--- config.mk ---
export PLATFORM = sky130hd
export DESIGN_NAME = coeff_load_ctrl
export DESIGN_NICKNAME = d
export VERILOG_FILES = /design/src/rtl/coeff_load_ctrl_pkg.sv /design/src/rtl/coeff_load_ctrl_bank_sel.sv /design/src/rtl/coeff_load_ctrl.sv
export SDC_FILE = /design/constraint.sdc
export NUM_CORES = 1
export LEC_CHECK = 0
export ABC_AREA = 1
export CORE_ASPECT_RATIO = 1.75
export CORE_MARGIN = 5
export CORE_UTILIZATION = 35
export CTS_BUF_LIST = sky130_fd_sc_hd__clkbuf_16
export CTS_CLUSTER_SIZE = 28
export DETAILED_ROUTE_END_ITERATION = 8
export SYNTH_ARGS = -nofsm -noshare
export SYNTH_HDL_FRONTEND = slang
export SYNTH_SLANG_ARGS = --single-unit
--- constraint.sdc ---
create_clock -name iClk_12M -period 1.9 [get_ports iClk_12M]
set_clock_uncertainty 0.1 [all_clocks]
set_input_delay 0.57 -clock iClk_12M [delete_from_list [all_inputs] [get_ports iClk_12M]]
set_output_delay 0.57 -clock iClk_12M [all_outputs]
set_load 0.03 [all_outputs]
--- src/rtl/coeff_load_ctrl_pkg.sv ---
// coeff_load_ctrl_pkg: shared FIR control state encoding, bank count and RAM address width
package coeff_load_ctrl_pkg;
  localparam int NBANKS = 4;
  localparam int BANK_W = 2;
  localparam int ADDR_W = 4;
  typedef enum logic [2:0] {IDLE, WAIT_SMP, ARM, WAIT_DATA, WRITE, FINISH} state_t;
endpackage

--- src/rtl/coeff_load_ctrl_bank_sel.sv ---
// coeff_bank_sel: next selected bank above the current one, or a none-left flag
module coeff_bank_sel
  import coeff_load_ctrl_pkg::*;
(
  input  logic [NBANKS-1:0] mask,
  input  logic [BANK_W-1:0] cur,
  output logic [BANK_W-1:0] nxt,
  output logic              none
);
  always_comb begin
    nxt = cur;
    none = 1'b1;
    for (int i = NBANKS - 1; i >= 0; i--)
      if (BANK_W'(i) > cur && mask[i]) begin
        nxt = BANK_W'(i);
        none = 1'b0;
      end
  end
endmodule

--- src/rtl/coeff_load_ctrl.sv ---
// coeff_load_ctrl: sample-aligned coefficient RAM loader writing host words into selected banks
module coeff_load_ctrl
  import coeff_load_ctrl_pkg::*;
#(
  parameter int TAPS   = 10,
  parameter int DATA_W = 16
) (
  input  logic              iClk_12M,
  input  logic              iRst,
  input  logic              iEnSample600k,
  input  logic              iLoadStart,
  input  logic [3:0]        iBankMask,
  input  logic              iLoadAbort,
  input  logic              iCoeffValid,
  input  logic [DATA_W-1:0] iCoeffData,
  output logic              oCoeffReady,
  output logic              oUpdateFlag,
  output logic              oCsn_1,
  output logic              oCsn_2,
  output logic              oCsn_3,
  output logic              oCsn_4,
  output logic              oWrn,
  output logic [ADDR_W-1:0] oAddr,
  output logic [DATA_W-1:0] oWrData,
  output logic              oBusy,
  output logic              oLoadDone,
  output logic              oLoadErr
);
  state_t state;
  logic [NBANKS-1:0] mask_q, csn;
  logic [BANK_W-1:0] bank, nxt;
  logic none;
  coeff_bank_sel u_sel (.mask(mask_q), .cur(bank), .nxt(nxt), .none(none));
  assign {oCsn_4, oCsn_3, oCsn_2, oCsn_1} = csn;
  // oAddr is the tap counter itself; it only advances once the WRITE cycle is over
  always_ff @(posedge iClk_12M) begin
    if (iRst) begin
      state <= IDLE;
      mask_q <= '0;
      bank <= '0;
      oAddr <= '0;
      oWrData <= '0;
      csn <= '1;
      oWrn <= 1'b1;
      oUpdateFlag <= 1'b0;
      oCoeffReady <= 1'b0;
      oBusy <= 1'b0;
      oLoadDone <= 1'b0;
      oLoadErr <= 1'b0;
    end else begin
      oLoadDone <= 1'b0;
      oLoadErr <= 1'b0;
      csn <= '1;
      oWrn <= 1'b1;
      if (state != IDLE && iLoadAbort) begin
        state <= IDLE;
        oLoadErr <= 1'b1;
        oUpdateFlag <= 1'b0;
        oCoeffReady <= 1'b0;
        oBusy <= 1'b0;
      end else begin
        case (state)
          IDLE: if (iLoadStart) begin
            if (iBankMask != '0) begin
              mask_q <= iBankMask;
              bank <= '0;
              oAddr <= '0;
              oBusy <= 1'b1;
              state <= WAIT_SMP;
            end else oLoadErr <= 1'b1;
          end
          // bank starts at 0; jump to the lowest set bit if bank 1 is unselected
          WAIT_SMP: if (iEnSample600k) begin
            state <= ARM;
            oUpdateFlag <= 1'b1;
            if (!mask_q[0]) bank <= nxt;
          end
          ARM: begin
            state <= WAIT_DATA;
            oCoeffReady <= 1'b1;
          end
          WAIT_DATA: if (iCoeffValid) begin
            oWrData <= iCoeffData;
            oCoeffReady <= 1'b0;
            csn[bank] <= 1'b0;
            oWrn <= 1'b0;
            state <= WRITE;
          end
          WRITE: if (oAddr == ADDR_W'(TAPS - 1)) begin
            oAddr <= '0;
            if (none) begin
              state <= FINISH;
              oLoadDone <= 1'b1;
            end else begin
              bank <= nxt;
              state <= WAIT_DATA;
              oCoeffReady <= 1'b1;
            end
          end else begin
            oAddr <= oAddr + ADDR_W'(1);
            state <= WAIT_DATA;
            oCoeffReady <= 1'b1;
          end
          FINISH: begin
            state <= IDLE;
            oUpdateFlag <= 1'b0;
            oBusy <= 1'b0;
          end
          default: state <= IDLE;
        endcase
      end
    end
  end
endmodule

Figure 1. Cells by drive strength (run 1).
Scale bar: 20 um.
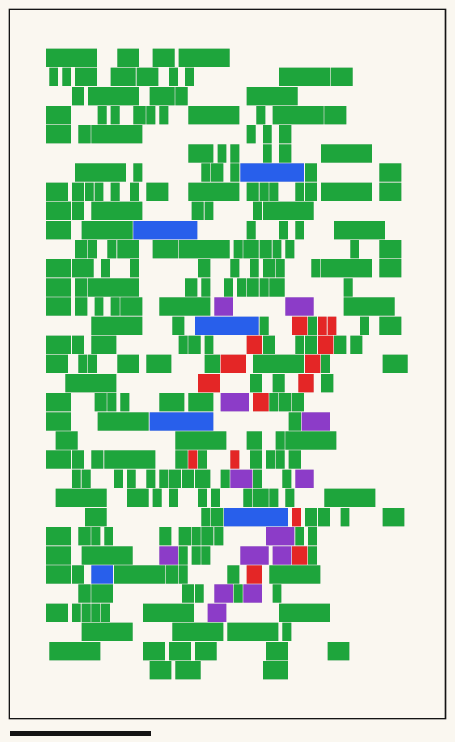
[_3 and _4 cells] purple | cells: 13
[_6 and larger] blue | cells: 6
[_2 cells] red | cells: 15
[_0 and _1 cells] green | cells: 255

Figure 2. Gate families picked out (run 1).
Scale bar: 20 um.
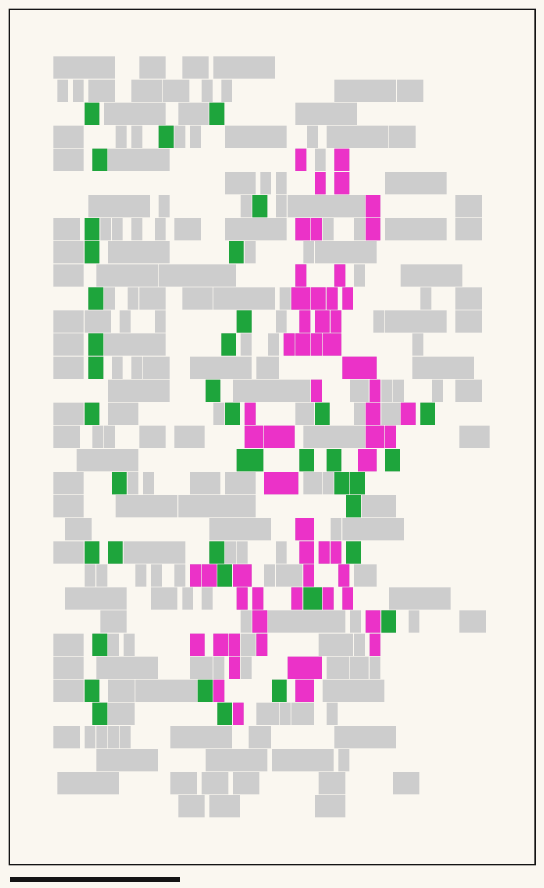
[NAND gates] magenta | cells: 59 | most used: nand2_1
[inverting AOI/OAI gates] green | cells: 39 | most used: o21ai_1

Figure 3. Routing congestion map (run 1).
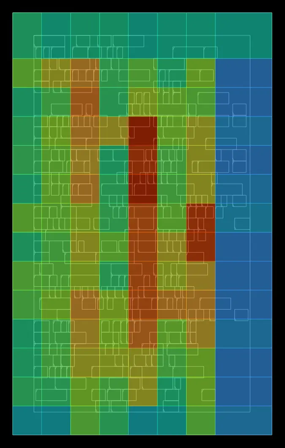
gr usage total: 13.6%
GR Layer Usage met2: 24.7%
met3 Use GR: 5.51%
Final Util: 51.6%
average wire per standard cell: 11.4 um

Figure 4. Cell classes on the final placement (run 1).
Scale bar: 20 um.
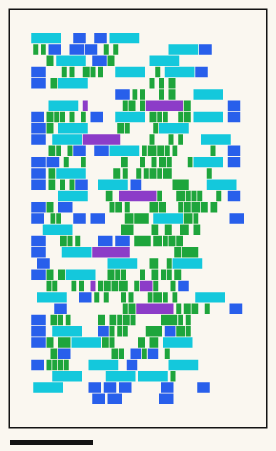
[other buffers and delay cells] blue | cells: 62
[combinational and other logic] green | cells: 180
[clock drivers and dummy loads] purple | cells: 8
[flops] cyan | cells: 39

==> results.yml, run 1 <==
# flow metrics
status:
  status: "completed"
final_layout:
  nNetsFinal: 314
  lay_top_cells: "48 x nor2_1, 39 x dfxtp_1, 31 x nand2_1, 30 x dlygate4sd2_1, 25 x clkdlybuf4s50_1"
  fillers: 476
  area_growth_pct: 45.2
  drive_above_1_share_pct: 11.8
routing:
  wirelength_um: 3900
  drc: 0
worst_setup_path:
  cp_cell_sequence: "dlygate4sd2_1"
  path_max_fanout: 5
  crit_type: "reg2out"
  crit_arrival_ps: 1110
  endpoint_kind: "output port"
  critPathRequiredTime_ps: 1230
clocking:
  clock-sinks: 39
  postCtsSetupRepairBufs: 0
place:
  io_buffers: 55
  gp_congestion: 0.784
  dpl.hpwl_um: 3170
yosys:
  synth_cell_type_count: 21
  synth_warnings: 0
  ys_cells: 223
floorplanning:
  fp_util_pct: 35.5
  dieArea_um2: 6220
  io_pins: 56
worst_hold_path:
  hold_class: "reg2reg"
sta:
  clock.fmax_mhz: 562
  hold_ws_ps: 337
  relSlewSlack_pct: 78.4
  worst_slew_pin_slew_ps: 325
grt:
  grt_max_degree: 26
power:
  power.density_nw_per_um2: 1240
  finalPower_mw: 2.95
[run 1: kinds of logic (layout without fill, tap and decap cells)]
logic type      after synthesis  count (layout)  synth area share [%]
flops                        39              39                  47.5
compound gates               39              39                  12.2
buf+inv                      30              96                  8.07
simple gates                115             115                  32.2
[run 1: flip-flops by register name, summed over array words and instances, names as in the netlist, 2 cells and up]
register / count
bank: 2
state: 3
oAddr: 4
mask_q: 4
csn: 4
oWrData: 16
[run 1: final timing paths]
check | slack [ps] | end | cells past startpoint | start
min reg2reg | 340 | csn[3] | 1 | bank[0]
max | 120 | oAddr[1] | 1 | oAddr[1]
max reg2reg | 410 | bank[0] | 10 | state[0]
min | 340 | csn[3] | 1 | bank[0]
[run 1: final cells by class]
class | instances | area, um2 | area share (%)
Clock buffer | 5 | 125 | 5.25
Clock inverter | 3 | 16.3 | 0.682
Inverter | 26 | 103 | 4.30
Multi-Input combinational cell | 154 | 729 | 30.6
Sequential cell | 39 | 781 | 32.7
Tap cell | 52 | 65.1 | 2.73
Timing Repair Buffer | 62 | 566 | 23.7
[run 1: where the power goes]
group / switching [mW] / internal (mW) / total, mW / leakage, nW
sequential: 0.0947 / 0.943 / 1.04 / 0.317
clock: 0.307 / 0.478 / 0.785 / 0.0726
combinational: 0.720 / 0.406 / 1.13 / 0.689
[run 1: stage by stage]
step           worst slack (ps)  utilization [%]
6_report                    122             51.6
5_1_grt                    78.0             51.6
4_1_cts                     104             51.6
3_5_place_dp              -64.8             49.3
3_3_place_gp              -50.2             49.3
2_1_floorplan               448                -
[run 1: Yosys cell counts, drive strengths merged]
cell type and count:
buf 2, dfxtp 39, nor3 1, nand2 37, nor2 55, a21oi 12, clkbuf 2, nand3 17
nand4 5, a31oi 1, o21ai 26, inv 26
--- run 2 (diff from run 1) ---
--- a/config.mk
+++ b/config.mk
@@ -10,7 +10,7 @@
 export CORE_MARGIN = 5
 export CORE_UTILIZATION = 35
 export CTS_BUF_LIST = sky130_fd_sc_hd__clkbuf_16
-export CTS_CLUSTER_SIZE = 28
+export CTS_CLUSTER_SIZE = 40
 export DETAILED_ROUTE_END_ITERATION = 8
 export SYNTH_ARGS = -nofsm -noshare
 export SYNTH_HDL_FRONTEND = slang
Figure 5. Routing congestion map (run 2).
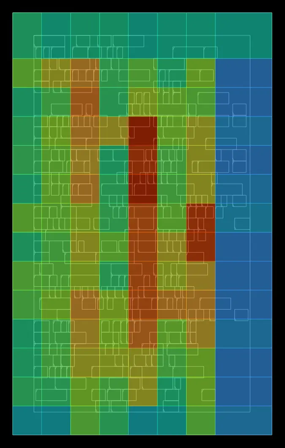
global route hottest layer: met2
met1 global-route usage: 12.8%

Figure 6. Where the registers sit (run 2).
Scale bar: 20 um. Other sequential cells in the stronger grey, the rest of the logic in the fainter grey.
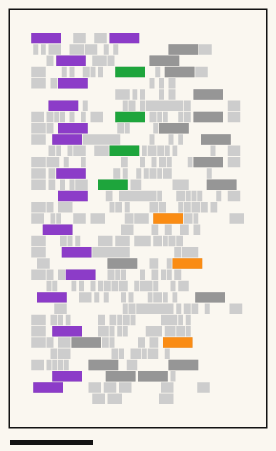
[oWrData] purple | sequential cells: 16
[state] orange | sequential cells: 3
[mask_q] green | sequential cells: 4

==> run 2 against run 1 <==
Final cell count unchanged. Worst setup slack unchanged. Synthesized cell count unchanged. Via count unchanged. Non-clock buffer count unchanged. Sequential share of layout area unchanged. Global-route usage unchanged. Area after synthesis unchanged. Fmax unchanged. Register-to-register slack about the same. Die area unchanged. First-iteration DRC count unchanged.
==> results.yml, run 2 <==
# flow metrics
worst_setup_path:
  r2r_start: "state[0]"
  endpoint_kind: "output port"
  r2r_slack_ps: 410
  reg2reg_to: "bank[0]"
  reg2regPathDepth: 10
  crit_type: "reg2out"
  path_max_fanout: 5
yosys:
  top_cells_by_count: "48 x nor2_1, 39 x dfxtp_1, 31 x nand2_1, 20 x inv_1, 16 x nand3_1"
  ys.flop_type: "dfxtp_1"
  async_flop_share_pct: 0
  synth_warnings: 0
  synth_cell_type_count: 21
final_layout:
  lay_top_cells: "48 x nor2_1, 39 x dfxtp_1, 31 x nand2_1, 30 x dlygate4sd2_1, 25 x clkdlybuf4s50_1"
  largest_reg_flops: 16
  drive_above_1_share_pct: 11.8
  nNetsFinal: 314
  area_growth_pct: 45.2
worst_hold_path:
  hp-start: "bank[0]"
  hold_depth: 1
  hold_class: "reg2reg"
  min_to: "csn[3]"
place:
  io_buffers: 55
  gp_congestion: 0.784
routing:
  drc: 0
  wirelength_um: 3900
grt:
  grt_usage_pct: 13.6
status:
  status: "completed"
power:
  finalPower_mw: 2.95
floorplanning:
  io_pins: 56
  fp_util_pct: 35.5
sta:
  relSlewSlack_pct: 78.4
  worst_slew_pin_slew_ps: 325
Figure 7. Gate families picked out (run 2).
Scale bar: 20 um.
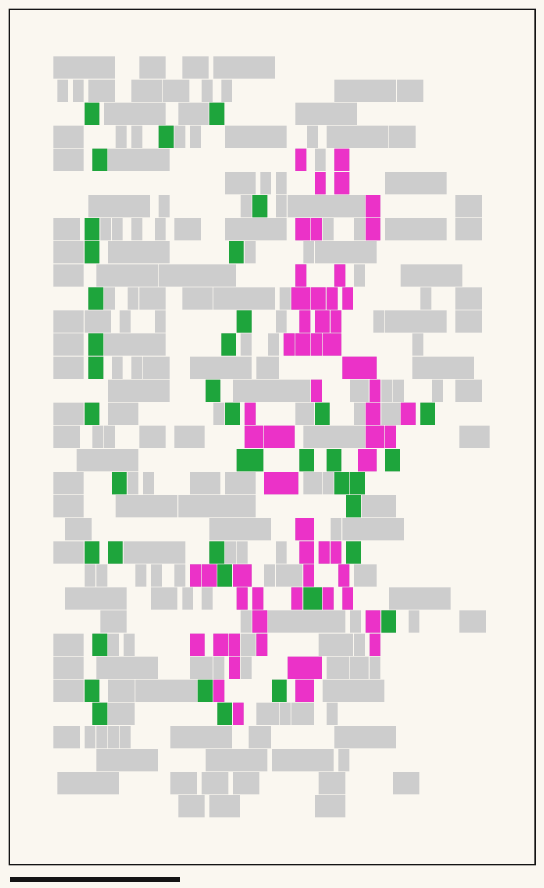
Top cell excl fill/tap: nor2_1
Non-Filler Instances: 341
Comb/total area: 30.6%

==> run 2: cell counts after synthesis <==
No cell type changed its count.
==> run 2: layer usage <==
metal	global-route usage (%)	routed length, um	vias up
met1	12.8	1350	713
met2	24.7	2130	49
met4	5.39	75	0
met3	5.51	335	6
met5	0	0	-
li1	-	-	845
==> run 2: cell type report <==
type	instances	area (um2)
clock inverter	3	16.3
clock buffer	5	125
multi-input combinational	154	729
timing repair buffer	62	566
tap	52	65.1
inverter	26	103
fill	476	2240
sequential	39	781
==> run 2: worst max path at each step <==
stage / depth (start not counted) / start / to / slack, ps
final: 1 / oAddr[1] / oAddr[1] / 120
after global routing: 1 / oAddr[1] / oAddr[1] / 80
after CTS: 1 / oAddr[1] / oAddr[1] / 100
after detailed placement: 8 / iBankMask[1] / oAddr[0] / -60
after global placement: 8 / iBankMask[1] / oAddr[0] / -50
after floorplan: 10 / oAddr[0] / bank[1] / 450
==> run 2: through the flow <==
| step | util (%) | setup slack [ps] |
|---|---|---|
| after floorplan | - | 448 |
| after global placement | 49.3 | -50.2 |
| after detailed placement | 49.3 | -64.8 |
| after CTS | 51.6 | 104 |
| after global routing | 51.6 | 78.0 |
| final | 51.6 | 122 |
==> run 2: power breakdown <==
part	internal, mW	switching, mW
combinational	0.406	0.720
sequential	0.943	0.0947
clock	0.478	0.307
total	1.83	1.12
==> run 2: logic make-up (layout without fill, tap and decap cells) <==
family | Yosys count | in the layout | synth area share (%)
flops | 39 | 39 | 47.5
simple gates | 115 | 115 | 32.2
compound gates | 39 | 39 | 12.2
buf+inv | 30 | 96 | 8.07
--- run 3 (diff from run 2) ---
--- a/config.mk
+++ b/config.mk
@@ -8,10 +8,12 @@
 export ABC_AREA = 1
 export CORE_ASPECT_RATIO = 1.75
 export CORE_MARGIN = 5
-export CORE_UTILIZATION = 35
+export CORE_UTILIZATION = 45
 export CTS_BUF_LIST = sky130_fd_sc_hd__clkbuf_16
 export CTS_CLUSTER_SIZE = 40
 export DETAILED_ROUTE_END_ITERATION = 8
+export GPL_ROUTABILITY_DRIVEN = 0
+export PLACE_DENSITY = 0.79
 export SYNTH_ARGS = -nofsm -noshare
 export SYNTH_HDL_FRONTEND = slang
 export SYNTH_SLANG_ARGS = --single-unit
Figure 8. Gate families picked out (run 3).
Scale bar: 20 um.
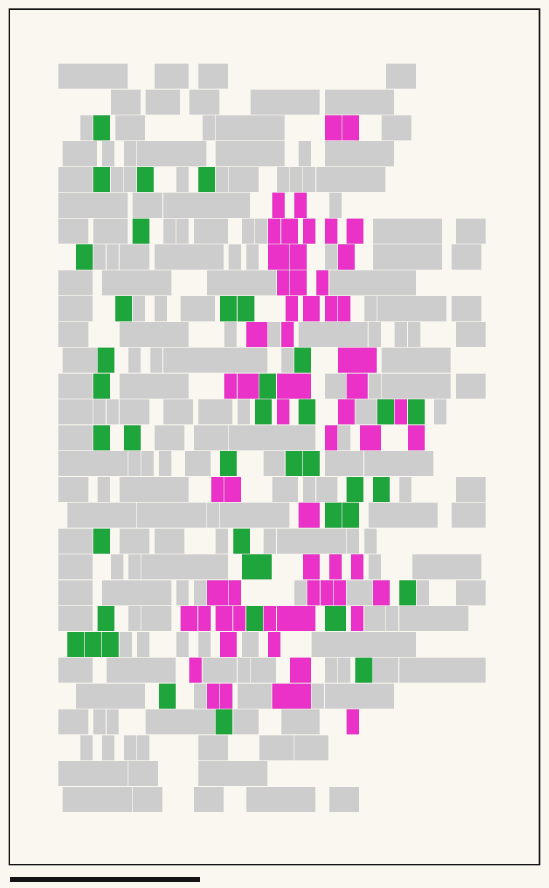
Comb/total area: 30.2%
Non-Filler Instances: 334

Figure 9. Where the registers sit (run 3).
Scale bar: 20 um. Other sequential cells in the stronger grey, the rest of the logic in the fainter grey.
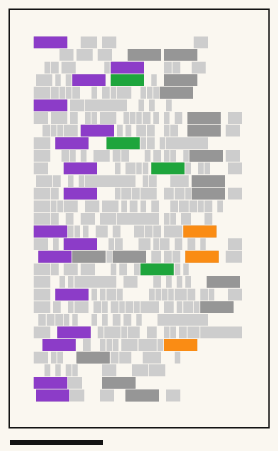
[mask_q] green | sequential cells: 4
[oWrData] purple | sequential cells: 16
[state] orange | sequential cells: 3
not coloured: 16

==> run 3 against run 2 <==
Power is 10% higher. Final area is 1.4% higher. Largest power group unchanged. Clock-buffer cell count stayed put. Fmax is 0.86% lower. Worst setup slack worse by 15 ps. Hold slack better by 4.2 ps. Combinational power hardly changed. Die area is 19% lower. Highest routed layer unchanged. Clock power is 36% higher. Critical path depth stayed put. Utilization is 16 points higher.
==> results.yml, run 3 <==
# flow metrics
final_layout:
  seqCellArea_um2: 781
  drive_above_1_share_pct: 11.8
  top_area_cell_class: "flip-flops and latches"
  ff_count: 39
  clkbuf_count: 5
  clk_share_pct: 7.82
  sh_seq_area_pct: 32.3
  lay_top_count: "nor2_1"
  largest_reg_flops: 16
  area_growth_pct: 47.1
  nNetsFinal: 313
  lay_top_cells: "48 x nor2_1, 39 x dfxtp_1, 31 x nand2_1, 30 x dlygate4sd2_1, 25 x clkdlybuf4s50_1"
  buffer_area_share_pct: 23.1
  fillers: 322
  logic_area_um2: 729
worst_setup_path:
  r2r_start: "state[2]"
  reg2reg_to: "state[1]"
  path_max_fanout: 5
  r2r_slack_ps: 390
floorplanning:
  io_pins: 56
  n_tap_cell: 46
routing:
  wirelength_um: 3980
  drc: 0
place:
  io_buffers: 55
worst_hold_path:
  hp-start: "oUpdateFlag"
  hold_depth: 2
  hold_class: "reg2reg"
power:
  finalPower_mw: 3.25
yosys:
  synth_cell_type_count: 21
sta:
  setup_ws_ps: 106
  worst_slew_pin_slew_ps: 337
status:
  status: "completed"
Figure 10. Routing congestion map (run 3).
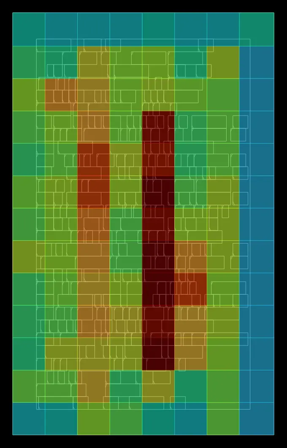
Final Util: 67.3%
met3 Use GR: 7.31%

run 3: cell counts after synthesis:
Identical to the previous run, type by type.
run 3: metrics by stage:
| step | area, um2 | std cells |
|---|---|---|
| after floorplan | 1640 | 223 |
| after global placement | 2270 | 326 |
| after detailed placement | 2270 | 326 |
| after CTS | 2420 | 334 |
| after global routing | 2420 | 334 |
| final | 2420 | 334 |
run 3: worst register-to-register path: stages (launching register included):
cell and delay [ps]:
dfxtp_1 460, inv_2 100, nand2_2 110, nor2_4 50, nand2_1 70, o21ai_1 90, nor2_2 200, nand2_1 90
a21oi_1 160
run 3: kinds of logic after synthesis:
logic type / synth area share [%]
simple gates: 32.2
flops: 47.5
buf+inv: 8.07
compound gates: 12.2
run 3: repair_timing:
item,4_1_cts,5_1_grt
gates resized,30,0
setup endpoints to repair,30,0
hold endpoints to repair,0,0
run 3: routing by layer:
| metal | wire length [um] | GRT usage, % | part of all wire [%] |
|---|---|---|---|
| met5 | 0 | 0 | 0 |
| met4 | 145 | 10.1 | 3.6 |
| met3 | 400 | 7.31 | 10 |
| met2 | 2070 | 30.4 | 52 |
| met1 | 1360 | 14.5 | 34 |
run 3: worst max path at each step:
stage	startpoint	to	slack, ps	cells past startpoint
5_1_grt	oAddr[1]	oAddr[1]	70	1
4_1_cts	oAddr[1]	oAddr[1]	110	1
3_3_place_gp	iBankMask[1]	mask_q[1]	-30	7
3_5_place_dp	iBankMask[2]	oAddr[1]	-70	8
6_report	oAddr[1]	oAddr[1]	110	1
2_1_floorplan	oAddr[0]	bank[1]	450	10
run 3: power by group:
part	leakage (nW)	internal [mW]	total, mW	switching [mW]
logic	0.684	0.406	1.15	0.742
clock network	0.0952	0.747	1.07	0.320
registers	0.317	0.943	1.04	0.0933
No activity file was given, so power comes from the tool's default toggle rates.
